run_1/flops_by_reg.png
Drawn at 4 px/micron. Other sequential cells in the stronger gray, the rest of the logic in the fainter gray.
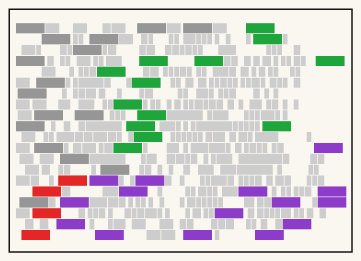
run_1/io_fan.png
Drawn at 4 px/micron.
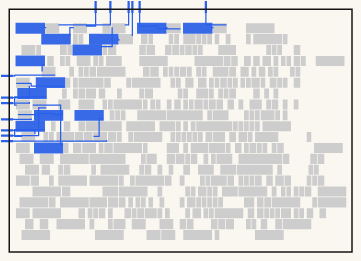
run_1/cell_density.png
Drawn at 3 px/micron. 9 x 6 tiles, from dark purple (low) to yellow (high), 0 to 100% covered.
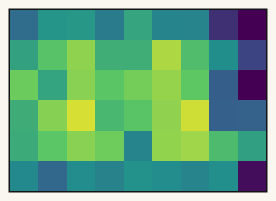
run_1/clocks.png
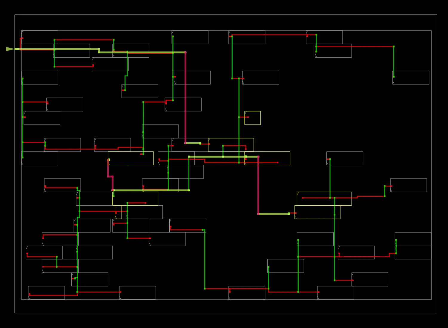
`config.mk`:
```
export PLATFORM = sky130hd
export DESIGN_NAME = multi_src_restart_timer
export DESIGN_NICKNAME = d
export VERILOG_FILES = /design/src/rtl/multi_src_restart_timer_pkg.sv /design/src/rtl/multi_src_restart_timer_tick_prescaler.sv /design/src/rtl/multi_src_restart_timer.sv
export SDC_FILE = /design/constraint.sdc
export NUM_CORES = 1
export LEC_CHECK = 0
export ABC_AREA = 1
export ABC_CLOCK_PERIOD_IN_PS = 6350
export CAP_MARGIN = 20
export CORE_ASPECT_RATIO = 0.7
export CORE_UTILIZATION = 52
export CTS_BUF_LIST = sky130_fd_sc_hd__clkbuf_16
export CTS_CLUSTER_SIZE = 24
export DETAILED_ROUTE_END_ITERATION = 16
export GPL_TIMING_DRIVEN = 0
export PLACE_DENSITY = 0.74
export SKIP_LAST_GASP = 1
export SLEW_MARGIN = 20
export SYNTH_ARGS = -nofsm -noshare
export SYNTH_HDL_FRONTEND = slang
export SYNTH_SLANG_ARGS = --single-unit
```
`constraint.sdc`:
```
create_clock -name clk -period 6.35 [get_ports clk]
set_clock_uncertainty 0.2 [all_clocks]
set_input_delay 0.635 -clock clk [delete_from_list [all_inputs] [get_ports clk]]
set_output_delay 0.635 -clock clk [all_outputs]
set_load 0.05 [all_outputs]
```
`src/rtl/multi_src_restart_timer_pkg.sv`:
```
// Shared types and helpers for the multi-source restart timer.
// Holds the state encoding, default-derivation constants and a constant clog2.
package multi_src_restart_timer_pkg;

   typedef enum logic {
      ST_HOLD     = 1'b0,
      ST_RELEASED = 1'b1
   } state_e;

   localparam int DEF_CLOCK_MHZ = 27;
   localparam int DEF_HOLD_SECS = 5;

   // Bits needed to hold values 0..value-1; returns 0 for value <= 1.
   function automatic integer clog2(input integer value);
      integer res;
      begin
         res = 0;
         for (integer i = 0; i < 31; i = i + 1)
            if ((32'sd1 <<< i) < value) res = i + 1;
         clog2 = res;
      end
   endfunction

endpackage

```
`src/rtl/multi_src_restart_timer_tick_prescaler.sv`:
```
// Free-running 0..TICK_CYCLES-1 prescaler that flags its terminal count.
// clr has priority over en; the counter holds when en is low.
module tick_prescaler
   import multi_src_restart_timer_pkg::*;
#(
   parameter int TICK_CYCLES = 4
) (
   input  logic clk,
   input  logic rst_n,
   input  logic clr,
   input  logic en,
   output logic tick
);

   localparam int PW = clog2(TICK_CYCLES);
   localparam logic [PW-1:0] LAST = PW'(TICK_CYCLES - 1);

   logic [PW-1:0] cnt_q, cnt_d;

   assign tick = en && (cnt_q == LAST);

   always_comb begin
      cnt_d = cnt_q;
      if (clr)       cnt_d = '0;
      else if (tick) cnt_d = '0;
      else if (en)   cnt_d = cnt_q + PW'(1);
   end

   always_ff @(posedge clk) begin
      if (!rst_n) cnt_q <= '0;
      else        cnt_q <= cnt_d;
   end

endmodule

```
`src/rtl/multi_src_restart_timer.sv`:
```
// Holds reconfig high until all unmasked activity sources have been quiet
// for HOLD_TICKS prescaler ticks; supports forced release and optional re-arm.
module multi_src_restart_timer
   import multi_src_restart_timer_pkg::*;
#(
   parameter int CLOCK_MHZ   = DEF_CLOCK_MHZ,
   parameter int HOLD_SECS   = DEF_HOLD_SECS,
   parameter int TICK_CYCLES = CLOCK_MHZ * 1000,
   parameter int HOLD_TICKS  = HOLD_SECS * 1000,
   parameter int NUM_SRC     = 2,
   parameter int SYNC_STAGES = 2,
   parameter int REARM_EN    = 1
) (
   input  logic                            clk,
   input  logic                            rst_n,
   input  logic [NUM_SRC-1:0]              activity_n,
   input  logic [NUM_SRC-1:0]              src_mask,
   input  logic                            force_release,
   input  logic                            rearm,
   output logic                            reconfig,
   output logic [clog2(HOLD_TICKS+1)-1:0]  remaining_ticks,
   output logic [NUM_SRC-1:0]              activity_seen,
   output logic                            state_o
);

   localparam int CW = clog2(HOLD_TICKS + 1);
   localparam logic [CW-1:0] HOLD_MAX  = CW'(HOLD_TICKS);
   localparam logic [CW-1:0] LAST_TICK = CW'(HOLD_TICKS - 1);

   logic [NUM_SRC-1:0] sync_n;

   // Synchroniser flops reset to 1 so a source reads inactive out of reset.
   for (genvar i = 0; i < NUM_SRC; i++) begin : g_sync
      logic [SYNC_STAGES-1:0] sync_q, sync_d;
      always_comb sync_d = {sync_q[SYNC_STAGES-2:0], activity_n[i]};
      always_ff @(posedge clk) begin
         if (!rst_n) sync_q <= '1;
         else        sync_q <= sync_d;
      end
      assign sync_n[i] = sync_q[SYNC_STAGES-1];
   end

   state_e             state_q, state_d;
   logic [CW-1:0]      cnt_q, cnt_d, rem_q, rem_d;
   logic [NUM_SRC-1:0] seen_q, seen_d;
   logic               act_any, tick, pre_clr, pre_en;

   assign act_any = |(~sync_n & ~src_mask);
   assign pre_en  = (state_q == ST_HOLD);
   assign pre_clr = act_any || force_release || (state_q == ST_RELEASED);

   tick_prescaler #(.TICK_CYCLES(TICK_CYCLES)) u_prescaler (
      .clk   (clk),
      .rst_n (rst_n),
      .clr   (pre_clr),
      .en    (pre_en),
      .tick  (tick)
   );

   always_comb begin
      state_d = state_q;
      cnt_d   = cnt_q;
      seen_d  = seen_q | ~sync_n;
      case (state_q)
         ST_HOLD: begin
            if (force_release) begin
               state_d = ST_RELEASED;
               cnt_d   = '0;
            end else if (act_any) begin
               cnt_d = '0;
            end else if (tick) begin
               if (cnt_q == LAST_TICK) begin
                  state_d = ST_RELEASED;
                  cnt_d   = '0;
               end else begin
                  cnt_d = cnt_q + CW'(1);
               end
            end
         end
         ST_RELEASED: begin
            if ((REARM_EN != 0) && rearm) begin
               state_d = ST_HOLD;
               cnt_d   = '0;
            end
         end
         default: state_d = ST_HOLD;
      endcase
      // Status is computed from next-state values so it lands with the counter.
      rem_d = (state_d == ST_RELEASED) ? '0 : (HOLD_MAX - cnt_d);
   end

   always_ff @(posedge clk) begin
      if (!rst_n) begin
         state_q <= ST_HOLD;
         cnt_q   <= '0;
         rem_q   <= HOLD_MAX;
         seen_q  <= '0;
      end else begin
         state_q <= state_d;
         cnt_q   <= cnt_d;
         rem_q   <= rem_d;
         seen_q  <= seen_d;
      end
   end

   assign reconfig        = (state_q == ST_HOLD);
   assign state_o         = state_q;
   assign remaining_ticks = rem_q;
   assign activity_seen   = seen_q;

endmodule

```
==> impl_metrics.py, run 1 <==
# Flow results
metrics = {
    "flow_run": {
        "warning_count": 26,
    },
    "global_route": {
        "antenna_found_initial": 0,
        "grt_pass1_wl_microns": 9720,
    },
    "layout": {
        "area_growth_syn_to_layout_pct": 18.9,
        "top_register": "u_prescaler.cnt_q",
        "largest_reg_flops": 15,
        "clk_share": 0.0558,
        "buf_share": 0.0825,
        "buffers": 26,
        "final_common_cell": "nand2_1",
        "dominant_cells": "multi-input combinational cells",
    },
    "setup_path": {
        "path_buffers": 3,
        "endpoint": "u_prescaler.cnt_q[6]",
        "r2r_start": "u_prescaler.cnt_q[0]",
        "path_max_fanout": 8,
        "cp_slowest_cell": "nor3_1",
    },
    "sta": {
        "rsz0062_at_grt": "false",
        "timing.final.ws_setup_ns": 3.45,
        "drv_slew": 0,
        "final.setup.tns_ns": 0,
        "finalSetupViolCount": 0,
    },
    "cts": {
        "cts_root_buffer": "clkbuf_16",
        "cts-resized-gates": 0,
    },
    "logic_synthesis": {
        "ys_sh_mux": 0,
        "synth-simple-area-share": 0.400,
        "edf_count": 0,
        "ys_area_sq_mm": 0.00253,
        "xor_share": 0.0104,
        "synthTopCellsByCount": "75 x nand2_1, 53 x nor2_1, 48 x dfxtp_1",
    },
    "pwr": {
        "p_comb_frac": 0.076,
        "pwr_density_cell_mw_per_mm2": 220,
        "power_leader": "sequential cells",
        "ir_drop_uv": 204,
    },
    "worst_hold_path": {
        "hp-class": "flip-flop to flip-flop",
        "hold_path_startpoint": "g_sync[0].sync_q[0]",
    },
    "outcome": {
        "status": "complete, no violations",
    },
    "floorplanning": {
        "die_w_microns": 85.3,
    },
    "routing": {
        "routed-wl-met3_microns": 479,
    },
}
-- flops_by_reg.png (at the start) --
legend:
  `g_sync.sync_q`:
    color: red
    flops: 4
    where: south-west
  `cnt_q`:
    color: green
    flops: 13
  `u_prescaler.cnt_q`:
    color: purple
    flops: 15
not colored: 16
sequential power: 0.000309 W
flop share of the area: 0.320
register area: 961 sq um
Core Util, Final: 0.667

-- io_fan.png (at the start) --
legend:
  `remaining_ticks`:
    color: blue
    bits: 13
    direction: output
    edge: 7 west, 6 north
    end_cells: 13
    buffers: 13
    wire: 218 microns
I/O Buffers: 24
I/O pin cnt: 25

-- cell_density.png (at the start) --
tiles over 75% full: 26%
nearly empty tiles: 3.7%
mean over tiles: 57%
Pre-Place Util: 0.561
core area: 0.00450 sq mm

-- clocks.png (at the start) --
flop count: 48
CTS Sinks: 48
Clock buffer cells: 5
Power Clock: 0.000303 W

==> run 2: changes to the inputs <==
--- a/config.mk
+++ b/config.mk
@@ -6,15 +6,15 @@
 export NUM_CORES = 1
 export LEC_CHECK = 0
 export ABC_AREA = 1
-export ABC_CLOCK_PERIOD_IN_PS = 6350
+export ABC_CLOCK_PERIOD_IN_PS = 2300
 export CAP_MARGIN = 20
 export CORE_ASPECT_RATIO = 0.7
-export CORE_UTILIZATION = 52
+export CORE_UTILIZATION = 51
 export CTS_BUF_LIST = sky130_fd_sc_hd__clkbuf_16
 export CTS_CLUSTER_SIZE = 24
 export DETAILED_ROUTE_END_ITERATION = 16
 export GPL_TIMING_DRIVEN = 0
-export PLACE_DENSITY = 0.74
+export PLACE_DENSITY = 0.75
 export SKIP_LAST_GASP = 1
 export SLEW_MARGIN = 20
 export SYNTH_ARGS = -nofsm -noshare
==> constraint.sdc (replaced) <==
create_clock -name clk -period 2.3 [get_ports clk]
set_clock_uncertainty 0.2 [all_clocks]
set_input_delay 0.23 -clock clk [delete_from_list [all_inputs] [get_ports clk]]
set_output_delay 0.23 -clock clk [all_outputs]
set_load 0.05 [all_outputs]
run_2/flops_by_reg.png
Drawn at 4 px/micron. Other sequential cells in the stronger gray, the rest of the logic in the fainter gray.
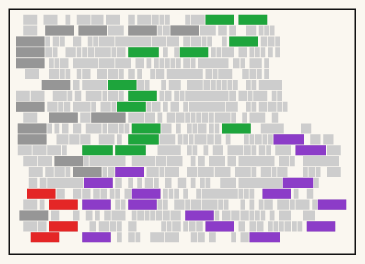
legend:
  `g_sync.sync_q`:
    color: red
    flops: 4
    where: south-west
  `cnt_q`:
    color: green
    flops: 13
  `u_prescaler.cnt_q`:
    color: purple
    flops: 15
not colored: 16
flop share of the area: 0.280
register area: 975 sq um
sequential power: 0.000855 W
Core Util, Final: 0.729

run_2/io_fan.png
Drawn at 4 px/micron.
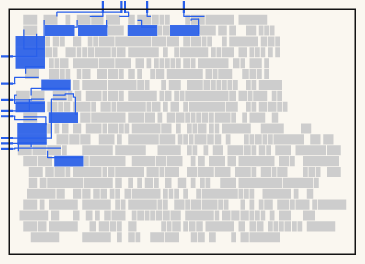
legend:
  `remaining_ticks`:
    color: blue
    bits: 13
    direction: output
    edge: 8 west, 5 north
    end_cells: 13
    buffers: 13
    wire: 216 microns

==> run 2 against run 1 <==
Register-to-register slack got worse by 3.7 ns. Combinational power increased to 3.3 times the previous value. Cell count increased by 9.6%. The flow now finishes with violations (negative setup slack). Highest routed layer unchanged.
==> impl_metrics.py, run 2 <==
# Flow results
metrics = {
    "logic_synthesis": {
        "xor_share": 0.0104,
        "ys_area_sq_mm": 0.00253,
        "synth_cell_types": 32,
        "synthTopCellsByCount": "75 x nand2_1, 53 x nor2_1, 48 x dfxtp_1",
        "ys_sh_mux": 0,
        "yosysCellCount": 363,
        "synth-simple-area-share": 0.400,
        "synth.most_common_cell": "nand2_1",
        "synth_area_sq_mm": 0.00253,
        "top_cell_area_share": 0.380,
        "edf_count": 0,
    },
    "floorplanning": {
        "die_w_microns": 86.1,
        "design.core.area_sq_mm": 0.00478,
        "io-pin-count": 25,
        "n_tap_cell": 69,
        "fp_util": 0.529,
    },
    "setup_path": {
        "r2r_end": "remaining_ticks[7]",
        "path_delay_family": "simple AND/OR/NAND/NOR gates",
        "cp_slowest_cell": "dfxtp_2",
        "path_max_fanout": 6,
        "r2r_start": "u_prescaler.cnt_q[0]",
        "path_buffers": 2,
        "reg2reg_depth": 15,
        "endpoint": "remaining_ticks[7]",
    },
    "routing": {
        "routed-wl-met3_microns": 477,
        "wl_met2_microns": 3100,
    },
    "layout": {
        "final_common_cell": "nand2_1",
        "dominant_cells": "multi-input combinational cells",
        "n_sequential_cell": 48,
        "top_register": "u_prescaler.cnt_q",
        "buffers": 55,
        "largest_reg_flops": 15,
        "final.clkbuf_count": 5,
        "clk_share": 0.0542,
        "buf_share": 0.138,
        "area_growth_syn_to_layout_pct": 38.0,
    },
    "outcome": {
        "violations": "negative setup slack",
        "status": "finished, violations left",
    },
    "pwr": {
        "ir_drop_uv": 415,
        "pwr_density_cell_mw_per_mm2": 560,
        "p_sw_w": 0.000429,
        "p_seq_frac": 0.438,
        "power_leader": "clock",
        "p_comb_frac": 0.084,
        "clkPwrFrac": 0.478,
    },
    "global_route": {
        "top_usage_layer": "met1",
        "antenna_found_initial": 0,
        "grt_pass1_wl_microns": 10100,
    },
    "worst_hold_path": {
        "hold_path_depth": 1,
        "hp-class": "flip-flop to flip-flop",
        "hold_path_startpoint": "g_sync[0].sync_q[0]",
    },
    "sta": {
        "rsz0062_at_grt": "true",
        "drv_slew": 0,
        "final.setup.tns_ns": -0.413,
        "timing.final.ws_setup_ns": -0.0835,
        "max_freq_ghz": 0.420,
        "finalSetupViolCount": 9,
    },
    "flow_run": {
        "warning_count": 28,
    },
    "place": {
        "dpl.hpwl_microns": 4350,
        "io_buffers": 24,
    },
    "cts": {
        "cts_num_sinks": 48,
        "hold_buffers": 0,
        "cts_root_buffer": "clkbuf_16",
        "cts-resized-gates": 24,
    },
}
run_2/clocks.png
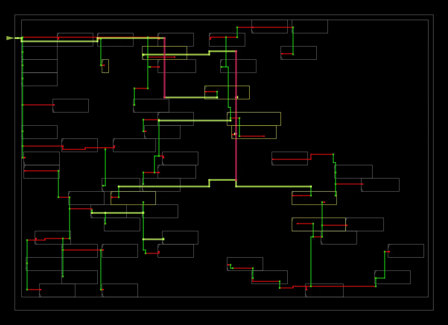
Num CTS Buffers: 5
Power Clock: 0.000933 W
Worst-Skew Late Latency: 0.29 ns

==> run 3: changes to the inputs <==
--- a/config.mk
+++ b/config.mk
@@ -8,13 +8,15 @@
 export ABC_AREA = 1
 export ABC_CLOCK_PERIOD_IN_PS = 2300
 export CAP_MARGIN = 20
+export CELL_PAD_IN_SITES_DETAIL_PLACEMENT = 0
+export CELL_PAD_IN_SITES_GLOBAL_PLACEMENT = 1
 export CORE_ASPECT_RATIO = 0.7
-export CORE_UTILIZATION = 51
+export CORE_UTILIZATION = 37
 export CTS_BUF_LIST = sky130_fd_sc_hd__clkbuf_16
 export CTS_CLUSTER_SIZE = 24
 export DETAILED_ROUTE_END_ITERATION = 16
 export GPL_TIMING_DRIVEN = 0
-export PLACE_DENSITY = 0.75
+export PLACE_DENSITY_LB_ADDON = 0.1
 export SKIP_LAST_GASP = 1
 export SLEW_MARGIN = 20
 export SYNTH_ARGS = -nofsm -noshare
run_3/flops_by_reg.png
Drawn at 4 px/micron. Other sequential cells in the stronger gray, the rest of the logic in the fainter gray.
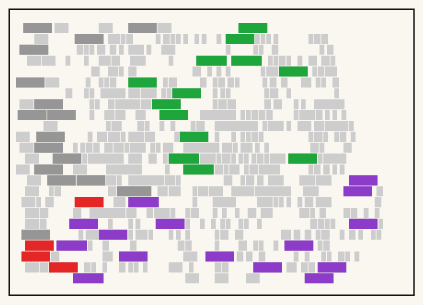
legend:
  `u_prescaler.cnt_q`:
    color: purple
    flops: 15
  `g_sync.sync_q`:
    color: red
    flops: 4
    where: south-west
  `cnt_q`:
    color: green
    flops: 13
not colored: 16
sequential power: 0.000854 W
flop share of the area: 0.290
Core Util, Final: 0.525
register area: 973 sq um

run_3/logic_types.png
Drawn at 4 px/micron.
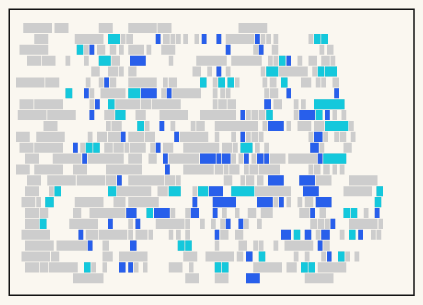
legend:
  NOR gates:
    color: blue
    cells: 76
  inverting AOI/OAI gates:
    color: cyan
    cells: 49
    where: spread over the die
logic share of the area: 0.448
Top cell excl fill/tap: nand2_1
final instance count without filler cells: 505

==> run 3 against run 2 <==
The flow still finishes with violations (negative setup slack). Synthesized cell count stayed put. Combinational power is 5% lower. Final area is 3.7% lower.
==> impl_metrics.py, run 3 <==
# Flow results
metrics = {
    "global_route": {
        "top_usage_layer": "met1",
        "grt_pass1_wl_microns": 10700,
        "antenna_found_initial": 0,
    },
    "pwr": {
        "p_sw_w": 0.000431,
        "p_comb_frac": 0.084,
        "power_clock_w": 0.000833,
    },
    "logic_synthesis": {
        "yosysCellCount": 363,
        "top_cell_area_share": 0.380,
        "synth.most_common_cell": "nand2_1",
        "synth_cell_types": 32,
        "edf_count": 0,
        "synth_area_sq_mm": 0.00253,
    },
    "sta": {
        "timing.final.ws_setup_ns": -0.0453,
        "drv_slew": 0,
        "final.setup.tns_ns": -0.0860,
        "rsz0062_at_grt": "true",
        "finalSetupViolCount": 2,
        "max_freq_ghz": 0.426,
    },
    "cts": {
        "clock_latency_ns": 0.29,
        "hold_buffers": 0,
        "cts_root_buffer": "clkbuf_16",
        "cts_num_sinks": 48,
        "cts-resized-gates": 22,
    },
    "flow_run": {
        "warning_count": 28,
    },
    "layout": {
        "final.clkbuf_count": 5,
        "dominant_cells": "multi-input combinational cells",
        "clk_share": 0.0499,
        "n_sequential_cell": 48,
        "area_growth_syn_to_layout_pct": 32.8,
        "top_register": "u_prescaler.cnt_q",
        "buffers": 45,
    },
    "place": {
        "dpl.hpwl_microns": 4750,
        "io_buffers": 24,
    },
    "setup_path": {
        "r2r_end": "remaining_ticks[12]",
        "path_delay_family": "simple AND/OR/NAND/NOR gates",
        "endpoint": "remaining_ticks[12]",
        "reg2reg_depth": 15,
    },
    "floorplanning": {
        "io-pin-count": 25,
        "die_w_microns": 101,
        "n_tap_cell": 91,
    },
    "worst_hold_path": {
        "hold_path_startpoint": "g_sync[1].sync_q[0]",
    },
    "routing": {
        "routed-wl-met3_microns": 283,
        "wl_met2_microns": 2370,
    },
    "outcome": {
        "violations": "negative setup slack",
        "status": "finished, violations left",
    },
}
run_3/cell_density.png
Drawn at 3 px/micron. 10 x 7 tiles, from dark purple (low) to yellow (high), 0 to 100% covered.
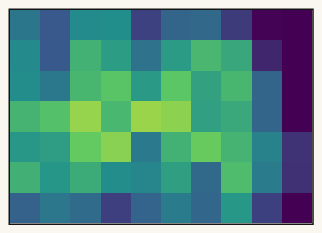
nearly empty tiles: 8.6%
emptiest ninth of the die: north-east
mean over tiles: 45%
fullest tile: 84%
tiles over 75% full: 8.6%
core area: 0.00640 sq mm
Pre-Place Util: 0.395

Power and IR drop assume default switching activity.
